===== src/rtl/cp3_access_arbiter_if.sv =====
// ---------------------------------------------------------------------------
// cp3_access_arbiter_if
//   Bundles every request/response, CP3-side and status signal of the CP3
//   access arbiter so the arbiter and its environment connect through one port.
//   Core side : core_req_valid/ready/inst/wdata, core_rsp_valid/data/err
//   Host side : host_req_valid/ready/addr/write/wdata, host_rsp_valid/data/err
//   CP3 side  : cp_enable, cp_instruction, cp_data_in, cp_data_out, cp_ready,
//               cp_exception
//   Status    : core_halted (input), grant_host, busy (outputs)
//   Modports  : slave  = the arbiter itself
//               master = the surrounding system (core, debug host, CP3)
// ---------------------------------------------------------------------------
interface cp3_access_arbiter_if #(
    parameter int DATA_WIDTH = 64,
    parameter int INST_WIDTH = 32
);
    logic                  core_req_valid;
    logic                  core_req_ready;
    logic [INST_WIDTH-1:0] core_req_inst;
    logic [DATA_WIDTH-1:0] core_req_wdata;
    logic                  core_rsp_valid;
    logic [DATA_WIDTH-1:0] core_rsp_data;
    logic                  core_rsp_err;

    logic                  host_req_valid;
    logic                  host_req_ready;
    logic [11:0]           host_req_addr;
    logic                  host_req_write;
    logic [DATA_WIDTH-1:0] host_req_wdata;
    logic                  host_rsp_valid;
    logic [DATA_WIDTH-1:0] host_rsp_data;
    logic                  host_rsp_err;

    logic                  core_halted;

    logic                  cp_enable;
    logic [INST_WIDTH-1:0] cp_instruction;
    logic [DATA_WIDTH-1:0] cp_data_in;
    logic [DATA_WIDTH-1:0] cp_data_out;
    logic                  cp_ready;
    logic                  cp_exception;

    logic                  grant_host;
    logic                  busy;

    modport slave (
        input  core_req_valid, core_req_inst, core_req_wdata,
        output core_req_ready, core_rsp_valid, core_rsp_data, core_rsp_err,
        input  host_req_valid, host_req_addr, host_req_write, host_req_wdata,
        output host_req_ready, host_rsp_valid, host_rsp_data, host_rsp_err,
        input  core_halted,
        output cp_enable, cp_instruction, cp_data_in,
        input  cp_data_out, cp_ready, cp_exception,
        output grant_host, busy
    );

    modport master (
        output core_req_valid, core_req_inst, core_req_wdata,
        input  core_req_ready, core_rsp_valid, core_rsp_data, core_rsp_err,
        output host_req_valid, host_req_addr, host_req_write, host_req_wdata,
        input  host_req_ready, host_rsp_valid, host_rsp_data, host_rsp_err,
        output core_halted,
        input  cp_enable, cp_instruction, cp_data_in,
        output cp_data_out, cp_ready, cp_exception,
        input  grant_host, busy
    );
endinterface


===== src/rtl/cp3_access_arbiter.sv =====
// ---------------------------------------------------------------------------
// cp3_access_arbiter
//   Shares the single CP3 (debug coprocessor) CSR port between the core
//   pipeline and the external debug host. One transaction at a time:
//   arbitrate in IDLE, drive CP3 in ISSUE, answer the owner in RESP.
//   Ports:
//     clk   - clock, rising edge
//     rst_n - asynchronous active-low reset
//     bus   - cp3_access_arbiter_if.slave (requests, responses, CP3 port,
//             core_halted, grant_host, busy)
//   Parameters: DATA_WIDTH, INST_WIDTH, TIMEOUT_CYCLES (ISSUE cycles allowed
//   without cp_ready before an error response, must be >= 1).
// ---------------------------------------------------------------------------
module cp3_access_arbiter #(
    parameter int DATA_WIDTH     = 64,
    parameter int INST_WIDTH     = 32,
    parameter int TIMEOUT_CYCLES = 16
) (
    input  logic                   clk,
    input  logic                   rst_n,
    cp3_access_arbiter_if.slave    bus
);
    localparam int         CNT_W      = $clog2(TIMEOUT_CYCLES + 1);
    localparam logic [6:0] OPC_SYSTEM = 7'b1110011;

    typedef enum logic [1:0] {IDLE, ISSUE, RESP} state_e;

    state_e                state_q, state_d;
    logic [INST_WIDTH-1:0] inst_q, inst_d;
    logic [DATA_WIDTH-1:0] wdata_q, wdata_d;
    logic                  owner_q, owner_d;
    logic                  last_owner_q, last_owner_d;
    logic [CNT_W-1:0]      cnt_q, cnt_d;
    logic [DATA_WIDTH-1:0] core_rsp_data_q, core_rsp_data_d;
    logic                  core_rsp_err_q, core_rsp_err_d;
    logic [DATA_WIDTH-1:0] host_rsp_data_q, host_rsp_data_d;
    logic                  host_rsp_err_q, host_rsp_err_d;

    logic                  host_wins;
    logic                  core_accept;
    logic                  host_accept;
    logic                  core_legal;
    logic                  issue_timeout;
    logic [INST_WIDTH-1:0] host_inst;

    // Host wins when it is alone, when the core is halted, or when the
    // core owned the previous transaction (round-robin on a tie).
    assign host_wins   = bus.host_req_valid &&
                         (!bus.core_req_valid || bus.core_halted || !last_owner_q);
    assign host_accept = (state_q == IDLE) && host_wins;
    assign core_accept = (state_q == IDLE) && bus.core_req_valid && !host_wins;

    // Only SYSTEM-opcode CSRRW/CSRRS/CSRRC may reach CP3.
    assign core_legal = (bus.core_req_inst[6:0] == OPC_SYSTEM) &&
                        (bus.core_req_inst[14:12] inside {3'b001, 3'b010, 3'b011});

    // Host reads become CSRRS with rs1=x0, writes become CSRRW; rd is x0.
    assign host_inst = INST_WIDTH'({bus.host_req_addr, 5'd0,
                                    (bus.host_req_write ? 3'b001 : 3'b010),
                                    5'd0, OPC_SYSTEM});

    // The final permitted ISSUE cycle has elapsed without an answer.
    assign issue_timeout = !bus.cp_ready && (cnt_q == CNT_W'(TIMEOUT_CYCLES - 1));

    // State register; reset abandons any transaction in flight.
    always_ff @(posedge clk or negedge rst_n) begin
        if (!rst_n) begin
            state_q <= IDLE;
        end else begin
            state_q <= state_d;
        end
    end

    // Datapath registers. last_owner resets to host so the core wins the
    // first tie after reset.
    always_ff @(posedge clk or negedge rst_n) begin
        if (!rst_n) begin
            inst_q          <= '0;
            wdata_q         <= '0;
            owner_q         <= 1'b0;
            last_owner_q    <= 1'b1;
            cnt_q           <= '0;
            core_rsp_data_q <= '0;
            core_rsp_err_q  <= 1'b0;
            host_rsp_data_q <= '0;
            host_rsp_err_q  <= 1'b0;
        end else begin
            inst_q          <= inst_d;
            wdata_q         <= wdata_d;
            owner_q         <= owner_d;
            last_owner_q    <= last_owner_d;
            cnt_q           <= cnt_d;
            core_rsp_data_q <= core_rsp_data_d;
            core_rsp_err_q  <= core_rsp_err_d;
            host_rsp_data_q <= host_rsp_data_d;
            host_rsp_err_q  <= host_rsp_err_d;
        end
    end

    // Next-state logic. Illegal core requests skip ISSUE entirely.
    always_comb begin
        state_d = state_q;
        unique case (state_q)
            IDLE: begin
                if (host_accept) begin
                    state_d = ISSUE;
                end else if (core_accept) begin
                    state_d = core_legal ? ISSUE : RESP;
                end
            end
            ISSUE: begin
                if (bus.cp_ready || issue_timeout) begin
                    state_d = RESP;
                end
            end
            RESP:    state_d = IDLE;
            default: state_d = IDLE;
        endcase
    end

    // Datapath next values: latch the request on accept, and load the
    // owner's response registers on the cycle that moves into RESP so the
    // data is presented with rsp_valid and then held afterwards.
    always_comb begin
        inst_d          = inst_q;
        wdata_d         = wdata_q;
        owner_d         = owner_q;
        last_owner_d    = last_owner_q;
        cnt_d           = cnt_q;
        core_rsp_data_d = core_rsp_data_q;
        core_rsp_err_d  = core_rsp_err_q;
        host_rsp_data_d = host_rsp_data_q;
        host_rsp_err_d  = host_rsp_err_q;

        if (host_accept) begin
            inst_d       = host_inst;
            wdata_d      = bus.host_req_wdata;
            owner_d      = 1'b1;
            last_owner_d = 1'b1;
            cnt_d        = '0;
        end else if (core_accept) begin
            inst_d       = bus.core_req_inst;
            wdata_d      = bus.core_req_wdata;
            owner_d      = 1'b0;
            last_owner_d = 1'b0;
            cnt_d        = '0;
            if (!core_legal) begin
                core_rsp_data_d = '0;
                core_rsp_err_d  = 1'b1;
            end
        end

        if (state_q == ISSUE) begin
            if (bus.cp_ready) begin
                if (owner_q) begin
                    host_rsp_data_d = bus.cp_data_out;
                    host_rsp_err_d  = bus.cp_exception;
                end else begin
                    core_rsp_data_d = bus.cp_data_out;
                    core_rsp_err_d  = bus.cp_exception;
                end
            end else if (issue_timeout) begin
                if (owner_q) begin
                    host_rsp_data_d = '0;
                    host_rsp_err_d  = 1'b1;
                end else begin
                    core_rsp_data_d = '0;
                    core_rsp_err_d  = 1'b1;
                end
            end else begin
                cnt_d = cnt_q + CNT_W'(1);
            end
        end
    end

    // Outputs. The CP3 port is quiet (all zero) outside ISSUE, and only the
    // owner ever sees rsp_valid.
    always_comb begin
        bus.core_req_ready = core_accept;
        bus.host_req_ready = host_accept;
        bus.core_rsp_valid = (state_q == RESP) && !owner_q;
        bus.host_rsp_valid = (state_q == RESP) && owner_q;
        bus.core_rsp_data  = core_rsp_data_q;
        bus.core_rsp_err   = core_rsp_err_q;
        bus.host_rsp_data  = host_rsp_data_q;
        bus.host_rsp_err   = host_rsp_err_q;
        bus.cp_enable      = 1'b0;
        bus.cp_instruction = '0;
        bus.cp_data_in     = '0;
        if (state_q == ISSUE) begin
            bus.cp_enable      = 1'b1;
            bus.cp_instruction = inst_q;
            bus.cp_data_in     = wdata_q;
        end
        bus.grant_host = owner_q;
        bus.busy       = (state_q != IDLE);
    end
endmodule


===== src/flat_wrapper.sv =====
// flat-port wrapper written by rule: the top's interface ports become plain ports
module cp3_access_arbiter_flat 
#(
    parameter int DATA_WIDTH     = 64,
    parameter int INST_WIDTH     = 32,
    parameter int TIMEOUT_CYCLES = 16
)
  (clk, rst_n, bus_core_req_valid, bus_core_req_inst, bus_core_req_wdata, bus_core_req_ready, bus_core_rsp_valid, bus_core_rsp_data, bus_core_rsp_err, bus_host_req_valid, bus_host_req_addr, bus_host_req_write, bus_host_req_wdata, bus_host_req_ready, bus_host_rsp_valid, bus_host_rsp_data, bus_host_rsp_err, bus_core_halted, bus_cp_enable, bus_cp_instruction, bus_cp_data_in, bus_cp_data_out, bus_cp_ready, bus_cp_exception, bus_grant_host, bus_busy);
  cp3_access_arbiter_if #(.DATA_WIDTH(DATA_WIDTH), .INST_WIDTH(INST_WIDTH)) bus_i ();
  input  logic clk;
  input  logic rst_n;
  input wire logic [$bits(bus_i.core_req_valid)-1:0] bus_core_req_valid;
  input wire logic [$bits(bus_i.core_req_inst)-1:0] bus_core_req_inst;
  input wire logic [$bits(bus_i.core_req_wdata)-1:0] bus_core_req_wdata;
  output wire logic [$bits(bus_i.core_req_ready)-1:0] bus_core_req_ready;
  output wire logic [$bits(bus_i.core_rsp_valid)-1:0] bus_core_rsp_valid;
  output wire logic [$bits(bus_i.core_rsp_data)-1:0] bus_core_rsp_data;
  output wire logic [$bits(bus_i.core_rsp_err)-1:0] bus_core_rsp_err;
  input wire logic [$bits(bus_i.host_req_valid)-1:0] bus_host_req_valid;
  input wire logic [$bits(bus_i.host_req_addr)-1:0] bus_host_req_addr;
  input wire logic [$bits(bus_i.host_req_write)-1:0] bus_host_req_write;
  input wire logic [$bits(bus_i.host_req_wdata)-1:0] bus_host_req_wdata;
  output wire logic [$bits(bus_i.host_req_ready)-1:0] bus_host_req_ready;
  output wire logic [$bits(bus_i.host_rsp_valid)-1:0] bus_host_rsp_valid;
  output wire logic [$bits(bus_i.host_rsp_data)-1:0] bus_host_rsp_data;
  output wire logic [$bits(bus_i.host_rsp_err)-1:0] bus_host_rsp_err;
  input wire logic [$bits(bus_i.core_halted)-1:0] bus_core_halted;
  output wire logic [$bits(bus_i.cp_enable)-1:0] bus_cp_enable;
  output wire logic [$bits(bus_i.cp_instruction)-1:0] bus_cp_instruction;
  output wire logic [$bits(bus_i.cp_data_in)-1:0] bus_cp_data_in;
  input wire logic [$bits(bus_i.cp_data_out)-1:0] bus_cp_data_out;
  input wire logic [$bits(bus_i.cp_ready)-1:0] bus_cp_ready;
  input wire logic [$bits(bus_i.cp_exception)-1:0] bus_cp_exception;
  output wire logic [$bits(bus_i.grant_host)-1:0] bus_grant_host;
  output wire logic [$bits(bus_i.busy)-1:0] bus_busy;
  assign bus_i.core_req_valid = bus_core_req_valid;
  assign bus_i.core_req_inst = bus_core_req_inst;
  assign bus_i.core_req_wdata = bus_core_req_wdata;
  assign bus_core_req_ready = bus_i.core_req_ready;
  assign bus_core_rsp_valid = bus_i.core_rsp_valid;
  assign bus_core_rsp_data = bus_i.core_rsp_data;
  assign bus_core_rsp_err = bus_i.core_rsp_err;
  assign bus_i.host_req_valid = bus_host_req_valid;
  assign bus_i.host_req_addr = bus_host_req_addr;
  assign bus_i.host_req_write = bus_host_req_write;
  assign bus_i.host_req_wdata = bus_host_req_wdata;
  assign bus_host_req_ready = bus_i.host_req_ready;
  assign bus_host_rsp_valid = bus_i.host_rsp_valid;
  assign bus_host_rsp_data = bus_i.host_rsp_data;
  assign bus_host_rsp_err = bus_i.host_rsp_err;
  assign bus_i.core_halted = bus_core_halted;
  assign bus_cp_enable = bus_i.cp_enable;
  assign bus_cp_instruction = bus_i.cp_instruction;
  assign bus_cp_data_in = bus_i.cp_data_in;
  assign bus_i.cp_data_out = bus_cp_data_out;
  assign bus_i.cp_ready = bus_cp_ready;
  assign bus_i.cp_exception = bus_cp_exception;
  assign bus_grant_host = bus_i.grant_host;
  assign bus_busy = bus_i.busy;
  cp3_access_arbiter #(.DATA_WIDTH(DATA_WIDTH), .INST_WIDTH(INST_WIDTH), .TIMEOUT_CYCLES(TIMEOUT_CYCLES)) u_core (.clk(clk), .rst_n(rst_n), .bus(bus_i));
endmodule

===== config.mk =====
export PLATFORM = sky130hd
export DESIGN_NAME = cp3_access_arbiter_flat
export DESIGN_NICKNAME = d
export VERILOG_FILES = /design/src/rtl/cp3_access_arbiter_if.sv /design/src/rtl/cp3_access_arbiter.sv /design/src/flat_wrapper.sv
export SDC_FILE = /design/constraint.sdc
export NUM_CORES = 1
export LEC_CHECK = 0
export CAP_MARGIN = 30
export CORE_ASPECT_RATIO = 1.2
export CORE_UTILIZATION = 25
export CTS_CLUSTER_DIAMETER = 60
export CTS_CLUSTER_SIZE = 16
export DETAILED_ROUTE_END_ITERATION = 16
export PLACE_DENSITY = 0.63
export SYNTH_ARGS = -nofsm -noshare
export SYNTH_HDL_FRONTEND = slang
export SYNTH_SLANG_ARGS = --single-unit
export TNS_END_PERCENT = 1

===== constraint.sdc =====
create_clock -name clk -period 1.85 [get_ports clk]
set_input_delay 0.4625 -clock clk [delete_from_list [all_inputs] [get_ports clk]]
set_output_delay 0.4625 -clock clk [all_outputs]
set_load 0.02 [all_outputs]

==> run_1/io_placement.png <==
Bar = 50 um. Pins as bars across the die edge, other pins in grey.
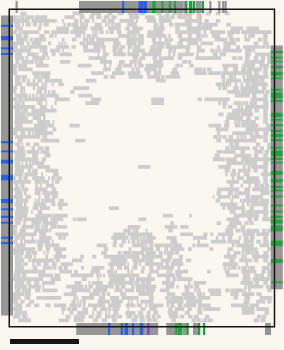
| port | colour | pins | direction | edge |
|---|---|---|---|---|
| `bus_host_rsp_data` | green | 64 | output | 47 right, 10 top, 7 bottom |
| `bus_cp_instruction` | blue | 32 | output | 19 left, 7 bottom, 6 top |
| `bus_host_rsp_valid` | purple | 1 | output | bottom |
all pins by edge: 160 left, 130 right, 97 top, 90 bottom
die width: 191.6 um
die height: 229.5 um
port bufs: 476

==> run_1/logic_types.png <==
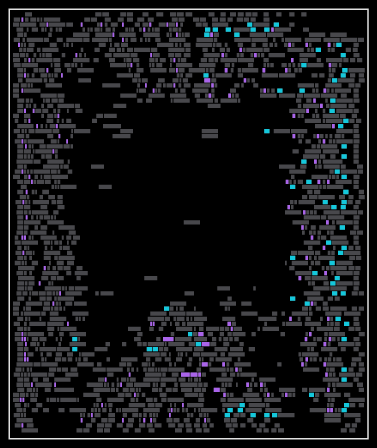
| family | colour | cells |
|---|---|---|
| AND-OR and OR-AND gates | cyan | 71 |
| NOR gates | purple | 151 |
proportion of cell area occupied by multi-input gates: 0.2621
most numerous logic cell after layout: a21oi_1
Layout Cells excl Fill: 2,212

==> run_1/io_fan.png <==
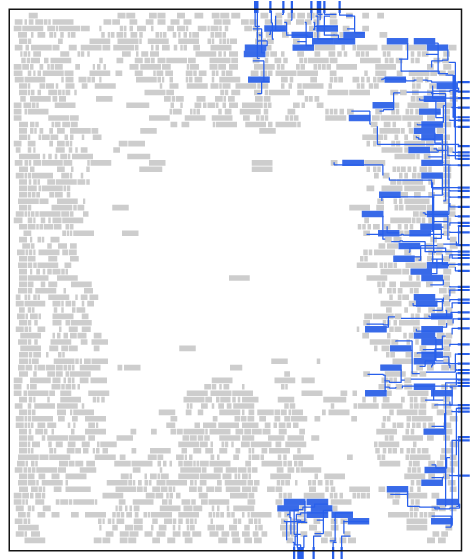
| port | colour | bits | direction | edge | end cells | buffers | wire |
|---|---|---|---|---|---|---|---|
| `bus_host_rsp_data` | blue | 64 | output | 47 right, 10 top, 7 bottom | 64 | 64 | 1,980 um |
# IOs: 477

==> results.ini, run 1 <==
[synth]
synthTopCellsByArea=dfrtp_1 54%, a21oi_1 14%, and2_1 5.6%, a22o_1 5.3%, nand2_1 4.1%
synth-cells-yosys=1162
synthCells=1162
postSynthAreaPerCell_um2=9.281
synth_chip_area_um2=10780
synth.ff_latch_count=235
mapped_cell_area_um2=10780

[setup_path]
cpMaxStageDelayCell=dfrtp_1
crit_buf_inv=4
reg2reg_setup_slack_ns=-0.07
cp.arrival_ns=1.82
regToRegEndpoint=u_core.bus.host_rsp_data[35]
crit_path_start=u_core.state_q[1]
critical-path-max-stage-delay_ns=0.38
critical_path.startpoint_type=flip-flop

[global_route]
number_of_antenna_violations_at_the_first_check_in_global_routing=1
grt.met1_usage=0.2153
maximum_number_of_pins_on_one_net_before_global_route_repair=66
first_global_vias=10820

[power]
fraction_of_power_spent_switching_nets=0.3901
power_combinational_w=0.0127
flop_latch_power_w=0.00846
irDropWorstVdd_v=0.0007398
p_seq_frac=0.325
internal-power_w=0.01587
clockPowerShare=0.187
largestPowerGroup=combinational cells

[layout]
seq_cell_count=235
layout_top_cells_excl_fill_tap=295 x a21oi_1, 241 x clkdlybuf4s50_1, 234 x dfrtp_1
n_clock_buffer=28
area.share.sequential=0.3318
final_util=0.4154
nonClockInverterCount=6
final_net_count=1891

[clock_tree]
hold_buffers=1
cts.path.max_buffers=3
cts_setup_buffers=4
worst_setup_hold_path_clk_slew_ns=0.07
tritoncts.num_buffers=22

[min_path]
min-delay-path-class=in -> reg
worstHoldEndpoint=u_core.state_q[1]

[final_timing]
setup_ws_ns=-0.4361
final_number_of_hold_violating_endpoints=0
unrepaired_setup_endpoints_after_global_routing=yes
final.min_clock_period_ns=2.286
skew_ns=0.01324
hold_ws_ns=0.4279
setup_viol=166

[routing]
totalWireLength_um=40620
avgViaCountPerCell=4.783
number_of_routed_nets_with_antenna_violations=0
drt_iter0_markers=410
top_signal_layer_used=met4
average_routed_wire_per_standard_cell_um=18.37
via_count=10580

[placed_design]
place_hpwl_um=28510
place_congestion=0.8428

[status]
result_of_the_run=finished, violations left
violations=setup timing

[floorplanning]
fp.coreArea_um2=42680
design.die.area_um2=43970
num_rows=83
initCoreUtil=0.2527

[flow_run]
warning_count=29

==> run 2, diff against run 1 <==
Settings changed: DONT_BUFFER_PORTS set to 1, PLACE_DENSITY 0.63 to 0.49.
==> run_2/io_fan.png <==
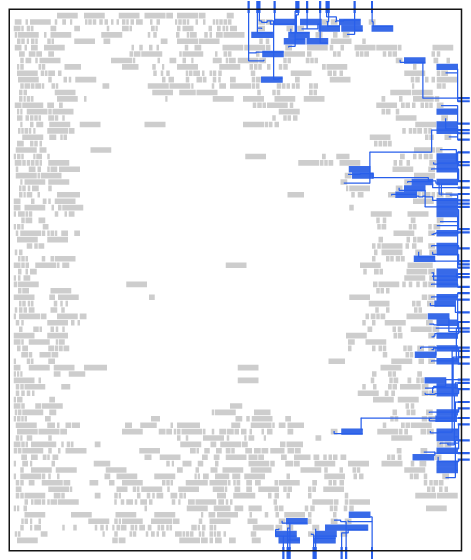
| port | colour | bits | direction | edge | end cells | buffers | wire |
|---|---|---|---|---|---|---|---|
| `bus_host_rsp_data` | blue | 64 | output | 44 right, 12 top, 8 bottom | 64 | 0 | 1,420 um |
port bufs: 0

==> run_2/metal_density.png <==
The die is cut into 19 by 23 equal tiles; white is low, dark blue is high, scaled to the fullest tile. Values are wire area over tile area, all layers added.
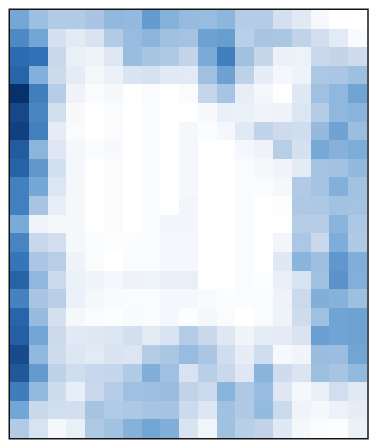
tiles over half the peak: 11%
nearly empty tiles: 13%
emptiest ninth of the die: centre
mean over tiles: 0.14
fullest tile: 0.61
vias after detailed routing: 8,743
GRT Overall Usage: 0.1546
average routed wire per standard cell: 21.13 um
routed wire length: 36,650 um

==> results.ini, run 2 <==
[layout]
fin_cells=1734  ; -22%
register_area_um2=5883
n_clock_buffer=27  ; -3.6%
final_layout_top_logic_cell=a21oi_1
layout_top_cells_excl_fill_tap=295 x a21oi_1, 233 x dfrtp_1, 116 x nand2_1
nonClockInverterCount=6  ; unchanged
final.fill_count=4397
final_net_count=1414  ; -25%
seq_cell_count=235  ; unchanged
area.share.sequential=0.4524  ; +0.1206
area_growth_pct=20.59
antennaDiodeCount=0
combAreaFraction=0.3625  ; +0.1005
final_util=0.3047  ; -0.1107

[final_timing]
actual_transition_at_the_worst_max_transition_pin_ns=0.4777
final.min_clock_period_ns=2.275  ; -0.01074 ns
unrepaired_setup_endpoints_after_global_routing=yes
layout_worst_path_cycle_share=1.230
max_freq_ghz=0.4395
hold_ws_ns=-0.3750  ; -0.8029 ns
skew_ns=0.01334  ; +0.00009750 ns
setup_viol=142  ; -14%
final_number_of_hold_violating_endpoints=234  ; +234
setup_ws_ns=-0.4254  ; +0.01074 ns

[setup_path]
crit_buf_inv=2  ; -2
critical_path.startpoint_type=flip-flop
crit_path_start=u_core.state_q[1]
cpMaxStageDelayCell=dfrtp_1
critical-path-max-stage-delay_ns=0.40  ; +0.02 ns
reg2reg_setup_slack_ns=-0.05  ; +0.02 ns
regToRegEndpoint=u_core.bus.core_rsp_data[50]
cp.arrival_ns=1.81  ; about the same
worstSetupPathType=reg -> out

[floorplanning]
design.die.area_um2=43970  ; unchanged
floorplan.die.width_um=191.6  ; unchanged
num_tap_cells=552
initCoreUtil=0.2527  ; unchanged
chipHeight_um=229.5  ; unchanged
num_rows=83  ; unchanged
ioPinCount=477  ; unchanged
fp.coreArea_um2=42680  ; unchanged

[global_route]
grt.met1_usage=0.1864  ; -0.02896
number_of_antenna_violations_at_the_first_check_in_global_routing=0  ; -1
maximum_number_of_pins_on_one_net_before_global_route_repair=236  ; +260%
first_global_vias=8859  ; -18%

[power]
power_combinational_w=0.00817  ; -36%
irDropWorstVdd_v=0.001019  ; +38%
flop_latch_power_w=0.00997  ; +18%
fraction_of_power_spent_switching_nets=0.4105  ; +0.02035
largestPowerGroup=registers
clockPowerShare=0.210  ; +0.023
p_seq_frac=0.434  ; +0.109
internal-power_w=0.01354  ; -15%

[placed_design]
dp.cells=1687
place_congestion=0.8198  ; -2.7%
dpl_cell_area_um2=11780
place_hpwl_um=24290  ; -15%

[clock_tree]
cts_setup_buffers=0  ; -4
cts.path.max_buffers=3  ; unchanged
cts_htree_levels=1
worst_setup_hold_path_clk_slew_ns=0.07  ; about the same
tritoncts.num_buffers=22  ; unchanged
cts.sinks=235

[synth]
mapped_cell_area_um2=10780  ; unchanged
fp_nets=1408
synthCells=1162  ; unchanged
synth.ff_latch_count=235  ; unchanged
synth-cells-yosys=1162  ; unchanged
postSynthAreaPerCell_um2=9.281  ; unchanged
synthTopCellsByArea=dfrtp_1 54%, a21oi_1 14%, and2_1 5.6%, a22o_1 5.3%, nand2_1 4.1%
synth_chip_area_um2=10780  ; unchanged

[status]
result_of_the_run=finished, violations left
violations=hold timing, setup timing

[routing]
top_signal_layer_used=met4
drt_iter0_markers=406  ; -0.98%
avgViaCountPerCell=5.042  ; +5.4%
number_of_routed_nets_with_antenna_violations=0  ; unchanged

[min_path]
min-delay-path-class=in -> async

[flow_run]
cap_viol_max_count=0
warning_count=33  ; +14%

==> run_2/io_placement.png <==
Bar = 50 um. Pins as bars across the die edge, other pins in grey.
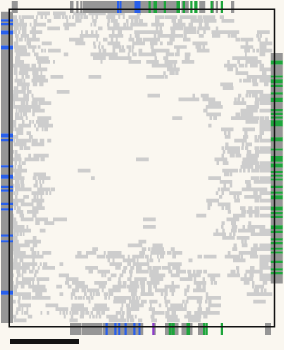
| port | colour | pins | direction | edge |
|---|---|---|---|---|
| `bus_host_rsp_valid` | purple | 1 | output | bottom |
| `bus_cp_instruction` | blue | 32 | output | 20 left, 6 bottom, 6 top |
| `bus_host_rsp_data` | green | 64 | output | 44 right, 12 top, 8 bottom |
all pins by edge: 166 left, 123 right, 102 top, 86 bottom

